**config.mk**
```make
export PLATFORM = sky130hd
export DESIGN_NAME = uart_tx_buffered
export DESIGN_NICKNAME = d
export VERILOG_FILES = /design/src/rtl/uart_tx_buffered.sv
export SDC_FILE = /design/constraint.sdc
export NUM_CORES = 1
export LEC_CHECK = 0
export ABC_AREA = 1
export ABC_CLOCK_PERIOD_IN_PS = 4000
export CAP_MARGIN = 20
export CORE_ASPECT_RATIO = 1.2
export CORE_MARGIN = 2
export CORE_UTILIZATION = 39
export DETAILED_ROUTE_END_ITERATION = 7
export PLACE_DENSITY = 0.61
export SYNTH_ARGS = -nofsm -noshare
export SYNTH_HDL_FRONTEND = slang
export SYNTH_SLANG_ARGS = --single-unit
```
**constraint.sdc**
```tcl
create_clock -name clk -period 4 [get_ports clk]
set_input_delay 0.4 -clock clk [delete_from_list [all_inputs] [get_ports clk]]
set_output_delay 0.4 -clock clk [all_outputs]
set_load 0.005 [all_outputs]
```
**src/rtl/uart_tx_buffered.sv**
```systemverilog
// uart_tx_buffered: memory-mapped 8N1 UART transmitter behind a TX FIFO.
// Define UART_TX_PARITY_EN to add an even-parity bit (8E1 framing, STATUS[8]=1).
module uart_tx_buffered #(
  parameter int DATA_WIDTH = 32,
  parameter int CLK_FREQ   = 50_000_000,
  parameter int BAUD       = 115200,
  parameter int FIFO_DEPTH = 8
) (
  input  logic                  clk,
  input  logic                  rst_n,
  input  logic [DATA_WIDTH-1:0] wd,
  input  logic [DATA_WIDTH-1:0] address,
  input  logic                  we,
  output logic [DATA_WIDTH-1:0] rd,
  output logic                  tx,
  output logic                  tx_busy
);
  localparam int DIV = CLK_FREQ / BAUD;
  localparam int AW  = $clog2(FIFO_DEPTH);
  localparam int BW  = (DIV > 1) ? $clog2(DIV) : 1;
  localparam logic [BW-1:0] BAUD_LAST = BW'(DIV - 1);
  typedef enum logic [2:0] {IDLE, START, DATA, PARITY, STOP} state_t;
`ifdef UART_TX_PARITY_EN
  localparam state_t AFTER_DATA = PARITY;
  localparam logic   PAR_EN     = 1'b1;
`else
  localparam state_t AFTER_DATA = STOP;
  localparam logic   PAR_EN     = 1'b0;
`endif
  state_t        state_q, state_d;
  logic [BW-1:0] baud_q, baud_d;
  logic [2:0]    idx_q, idx_d;
  logic [7:0]    byte_q, byte_d;
  logic          tx_q, tx_d, ovf_q, ovf_d;
  logic [AW:0]   wptr_q, rptr_q, cnt;
  logic [7:0]    mem_q [FIFO_DEPTH];
  logic          empty, full, tick, wr_data, wr_stat, push, pop;
  logic [8:0]    status;
  logic          unused_bits;

  assign cnt     = wptr_q - rptr_q;
  assign empty   = wptr_q == rptr_q;
  assign full    = (wptr_q[AW] != rptr_q[AW]) && (wptr_q[AW-1:0] == rptr_q[AW-1:0]);
  assign tick    = baud_q == BAUD_LAST;
  assign wr_data = we && address[3:2] == 2'd0;
  assign wr_stat = we && address[3:2] == 2'd1;
  // full is judged on pre-edge state, so a push while full is dropped even if a pop frees a slot
  assign push    = wr_data && !full;
  assign pop     = !empty && (state_q == IDLE || (state_q == STOP && tick));
  assign tx_busy = (state_q != IDLE) || !empty;
  assign tx      = tx_q;
  assign status  = {PAR_EN, 4'(cnt), ovf_q, tx_busy, empty, full};
  assign rd      = (address[3:2] == 2'd1) ? DATA_WIDTH'(status) : '0;
  assign unused_bits = ^{wd[DATA_WIDTH-1:8], address[DATA_WIDTH-1:4], address[1:0]};

  always_comb begin
    state_d = state_q;
    idx_d   = idx_q;
    byte_d  = byte_q;
    baud_d  = (state_q == IDLE || tick) ? '0 : baud_q + 1'b1;
    if (pop) begin
      state_d = START;
      idx_d   = '0;
      byte_d  = mem_q[rptr_q[AW-1:0]];
    end else if (tick) begin
      case (state_q)
        START:   state_d = DATA;
        DATA: begin
          idx_d = idx_q + 1'b1;
          if (idx_q == 3'd7) state_d = AFTER_DATA;
        end
        PARITY:  state_d = STOP;
        default: state_d = IDLE;
      endcase
    end
    tx_d  = (state_d == START)  ? 1'b0 :
            (state_d == DATA)   ? byte_d[idx_d] :
            (state_d == PARITY) ? ^byte_d : 1'b1;
    ovf_d = (wr_data && full) ? 1'b1 : (wr_stat && wd[3]) ? 1'b0 : ovf_q;
  end

  always_ff @(posedge clk or negedge rst_n) begin
    if (!rst_n) begin
      state_q <= IDLE;
      baud_q  <= '0;
      idx_q   <= '0;
      byte_q  <= '0;
      tx_q    <= 1'b1;
      ovf_q   <= 1'b0;
      wptr_q  <= '0;
      rptr_q  <= '0;
    end else begin
      state_q <= state_d;
      baud_q  <= baud_d;
      idx_q   <= idx_d;
      byte_q  <= byte_d;
      tx_q    <= tx_d;
      ovf_q   <= ovf_d;
      wptr_q  <= wptr_q + AW'(push);
      rptr_q  <= rptr_q + AW'(pop);
    end
  end

  always_ff @(posedge clk) begin
    if (push) mem_q[wptr_q[AW-1:0]] <= wd[7:0];
  end
endmodule

```
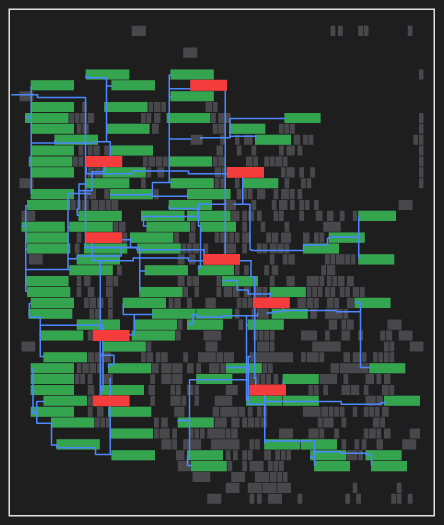
Fig. 1. Clock wires, drivers and flops (run 1).
Drawn at 4 px/um.
legend:
  flip-flops:
    colour: green
    count: 97
  clock wires:
    colour: blue
    length: 1160 um
  clock-net drivers:
    colour: red
    count: 9
routed clock nets: 10

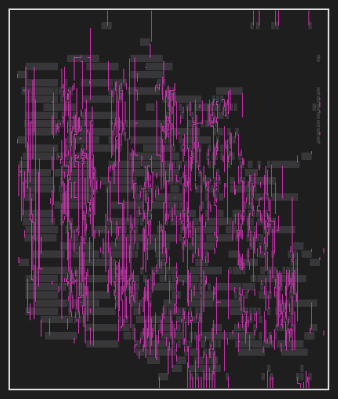
Fig. 2. The metal 2 layer (run 1).
Drawn at 3 px/um. Cells faint in the background.
longest straight run: 67.3 um
wire length on this layer: 4670 um
main direction: vertical

==> impl_metrics.csv, run 1 <==
group,metric,value,unit
detailed_routing,drc,0,
timing,hold_ws,457,ps
cts,cts_setup_buffers,0,
finish,logic_gate_count,361,
power,peakVddDrop,284,uV
synth,edf_count,64,
timing,slew_headroom,53.7,%
worst_setup_path,end_kind,"output port",
floorplanning,coreArea,0.0121,mm2
worst_setup_path,worstPathRequired,3600,ps
synth,synth_top_area_share,39.6,%
floorplanning,tapCellCount,161,
timing,period_needed,2960,ps
power,p_seq_share,50.4,%
finish,final_cell_mix,"159 x nand2_1, 64 x edfxtp_1, 63 x nand3_1, 44 x inv_1, 34 x nor2_1",
timing,rsz0062_at_grt,"false",
global_routing,grt_start_max_net_pins,34,
power,internal_power,1.72,mW
finish,antenna_cells,0,
finish,comb_area,0.00175,mm2
finish,mostFrequentLayoutCell,"nand2_1",
global_routing,track_usage,14.9,%
job,max_cap_viol_count,0,
synth,ys_warn_count,0,
power,p_total,2.30,mW
detailed_routing,avgRoutedWirePerCell,13.0,um
worst_setup_path,crit_path_cell_trace,"buf_4 -> inv_2 -> ha_1 -> nand2_1 -> nor2_2 -> nand2_1 -> inv_1 -> a21oi_1 -> clkdlybuf4s50_1",
worst_setup_path,critical_path_arrival,2560,ps
worst_setup_path,crit_slowest_cell,"clkdlybuf4s50_1",
power,pwr-share-comb,11.4,%
finish,ff_count,97,
detailed_routing,drt-initial-drc-count,113,
finish,syn2layout_area_growth,13.2,%
synth,async_flop_share,34.0,%
synth,numSynthFlops,97,
synth,synth_area_leader_cell,"edfxtp_1",
synth,syn_avg_cell_area,9.29,um2
cts,insertion_delay,350,ps
status,outcome,"complete, no violations",
finish,nNonClkBuffers,34,
floorplanning,die-width,106,um
global_routing,grt_first_pass_wirelength,15400,um
detailed_routing,drt-met1-wl,4090,um
synth,aoi_share,2.76,%
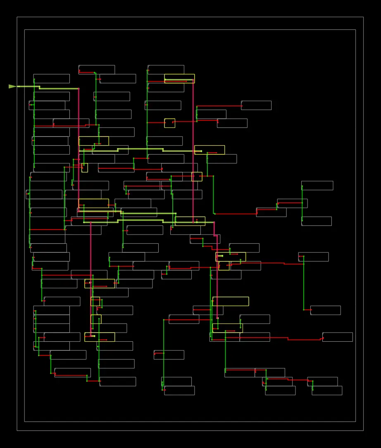
Fig. 3. Clock routing (run 1).
Num CTS Buffers: 9
Clock Sinks: 97
clk_skew: 9.52 ps

## run 1: power groups by stage
stage	clock network (mW)	logic [mW]	registers [mW]
finish	0.877	0.262	1.16
global route	0.933	0.298	1.16
CTS	0.892	0.266	1.16
detailed placement	0	0.265	1.18
global placement	0	0.256	1.18
floorplan	0	0.181	1.17
## run 1: sequential cells by signal, indices dropped and copies added, names as in the netlist
| signal | cells |
|---|---|
| idx_q | 3 |
| tx | 1 |
| byte_q | 8 |
| wptr_q | 4 |
| ovf_q | 1 |
| rptr_q | 4 |
| mem_q | 64 |
| baud_q | 9 |
| state_q | 3 |
## run 1: through the flow
stage | worst slack [ps] | std cells
after CTS | 985 | 720
after global placement | 1270 | 704
final | 1040 | 720
after detailed placement | 1230 | 704
after floorplan | 1490 | 546
after global routing | 830 | 720
## run 1: path summary, 6_finish.rpt
check / start / to / slack (ps) / depth (start not counted)
setup / recovery: rptr_q[1] / rd[2] / 1040 / 9
hold / removal: rst_n / baud_q[7] / 460 / 2
setup reg to reg: rptr_q[1] / tx / 1270 / 17
hold reg to reg: ovf_q / ovf_q / 490 / 2
max in group asynchronous: rst_n / tx / 3210 / 2
min in group clk: ovf_q / ovf_q / 490 / 2
## run 1: critical path, delay by kind of cell (launching register included)
kind	cells	cell delay [ps]
compound gates	1	120
fa+ha+maj	1	340
buf+inv	4	1120
flops	1	370
simple gates	3	260
## run 1: cell usage after synthesis, types with 2 or more instances
cell and instances:
o21ai_2 2, buf_2 9, buf_4 25, nor3_1 8, nor2_1 34, edfxtp_1 64, dfrtp_1 32, nor3b_1 4
clkinv_1 2, inv_2 5, nand2_2 16, inv_1 44, ha_1 11, nand3_1 63, nor2_8 2, xnor2_1 2
nor2_2 5, buf_6 2, nand2_1 159, a21oi_1 7, xor2_1 4, o21ai_1 7, o21ai_0 6
--- run 2 (diff from run 1) ---
- ABC_CLOCK_PERIOD_IN_PS: 4000 -> 3070
- clock period: 4 -> 3.07 ns (I/O delays scaled with it)
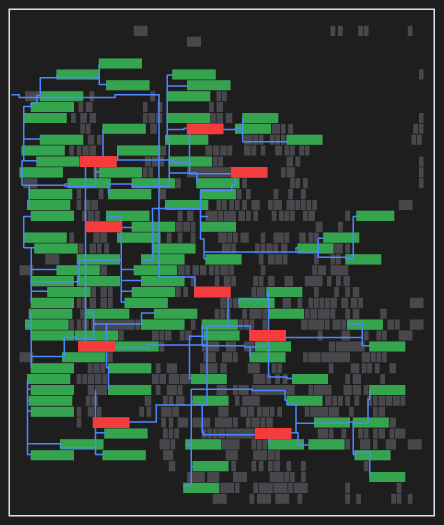
Fig. 4. Clock wires, drivers and flops (run 2).
Drawn at 4 px/um.
Clk power: 1.27 mW
clock power share: 40.8%
worst skew pair latency: 350 ps
clk_skew: 11.1 ps

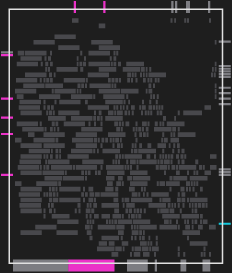
Fig. 5. Pin placement (run 2).
Drawn at 2 px/um. Pins as bars across the die edge, other pins in grey.
legend:
  wd:
    colour: magenta
    pins: 32
    direction: input
    edge: 25 bottom, 5 left, 2 top
  rst_n:
    colour: cyan
    pins: 1
    direction: input
    edge: right
all pins by edge: 74 bottom, 14 right, 7 top, 6 left

==> impl_metrics.csv, run 2 <==
group,metric,value,unit
synth,syn_avg_cell_area,9.29,um2
global_routing,grt_first_pass_wirelength,15900,um
detailed_routing,drc,0,
finish,final_area,0.00555,mm2
worst_setup_path,critPathMostFrequentCell,"nand2_1",
finish,mostFrequentLayoutCell,"nand2_1",
job,max_cap_viol_count,0,
worst_setup_path,cpLargestDelayFamily,"buffers and inverters",
detailed_routing,avgRoutedWirePerCell,13.2,um
worst_setup_path,crit_path_cell_trace,"ha_1 -> nand2_1 -> nor2_2 -> nand2_1 -> inv_1 -> a21oi_1 -> clkdlybuf4s50_1",
floorplanning,coreArea,0.0121,mm2
worst_setup_path,end_kind,"output port",
power,p_total,3.12,mW
finish,syn2layout_area_growth,14.3,%
timing,period_needed,2470,ps
synth,synth_area_leader_cell,"edfxtp_1",
worst_setup_path,crit_slowest_cell,"clkdlybuf4s50_1",
synth,syn_inst,523,
cts,clock_sinks,97,
finish,final_cell_mix,"159 x nand2_1, 64 x edfxtp_1, 63 x nand3_1, 44 x inv_1, 34 x nor2_1",
synth,top_cell,"nand2_1",
synth,synth_top_area_share,39.6,%
worst_setup_path,ff2ff_setup_slack,760,ps
synth,common_cells,"159 x nand2_1, 64 x edfxtp_1, 63 x nand3_1",
floorplanning,die-width,106,um
timing,slew_headroom,53.6,%
synth,aoi_share,2.76,%
worst_setup_path,worstPathRequired,2760,ps
power,peakVddDrop,423,uV
global_routing,track_usage,15.5,%
status,outcome,"complete, no violations",
cts,numCtsBuffers,9,
detailed_routing,drt-initial-drc-count,133,
cts,cts_setup_buffers,0,
finish,antenna_cells,0,
worst_setup_path,crit_buf_inv,2,
synth,numSynthFlops,97,
synth,ys_warn_count,0,
global_routing,grt_start_max_net_pins,35,
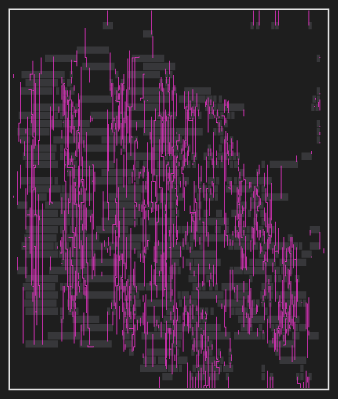
Fig. 6. The metal 2 layer (run 2).
Drawn at 3 px/um. Cells faint in the background.
share of all routed wire: 52%
nets with wire on the layer: 439
main direction: vertical
longest straight run: 46.9 um
wire length on this layer: 4950 um

## run 2: routing by layer
layer / wire length, um / share of wire [%]
met1: 4150 / 44
met2: 4950 / 52
met3: 263 / 2.8
met4: 159 / 1.7
met5: 0 / 0
## run 2: area by class of cell
class / instances / area, um2 / area share (%)
Sequential cell: 97 / 2750 / 49.5
Multi-Input combinational cell: 361 / 1750 / 31.4
Timing Repair Buffer: 36 / 325 / 5.86
Clock buffer: 9 / 225 / 4.06
Tap cell: 161 / 201 / 3.63
Inverter: 51 / 191 / 3.45
Clock inverter: 6 / 115 / 2.07
## run 2: worst paths after layout
| path | from | to | cells past startpoint |
|---|---|---|---|
| setup reg to reg | rptr_q[0] | tx | 16 |
| hold reg to reg | ovf_q | ovf_q | 2 |
| hold / removal | rst_n | baud_q[4] | 2 |
| setup / recovery | wptr_q[1] | rd[2] | 7 |
| max in group asynchronous | rst_n | tx | 2 |
| min in group clk | ovf_q | ovf_q | 2 |
## run 2: per-stage QoR
stage,std cells,utilization (%),hold slack [ps],worst slack (ps)
after floorplan,546,-,11.4,555
after global placement,706,43.0,473,769
after detailed placement,706,43.0,477,742
after CTS,721,45.8,390,571
after global routing,721,45.8,411,396
final,721,45.8,382,598
## run 2: logic make-up (layout without fill, tap and decap cells)
logic type      after synthesis  after routing
compound gates               24             24
xor+xnor                      6              6
fa+ha+maj                    12             12
buf+inv                      88            102
flops                        97             97
other cells                   1             24
simple gates                295            295
## run 2: power by group
group / leakage (nW) / internal (mW) / switching [mW]
Combinational: 1.33 / 0.141 / 0.201
Sequential: 0.983 / 1.46 / 0.0474
Clock: 0.162 / 0.795 / 0.478
Total: 2.48 / 2.40 / 0.726
No activity file was given, so power comes from the tool's default toggle rates.
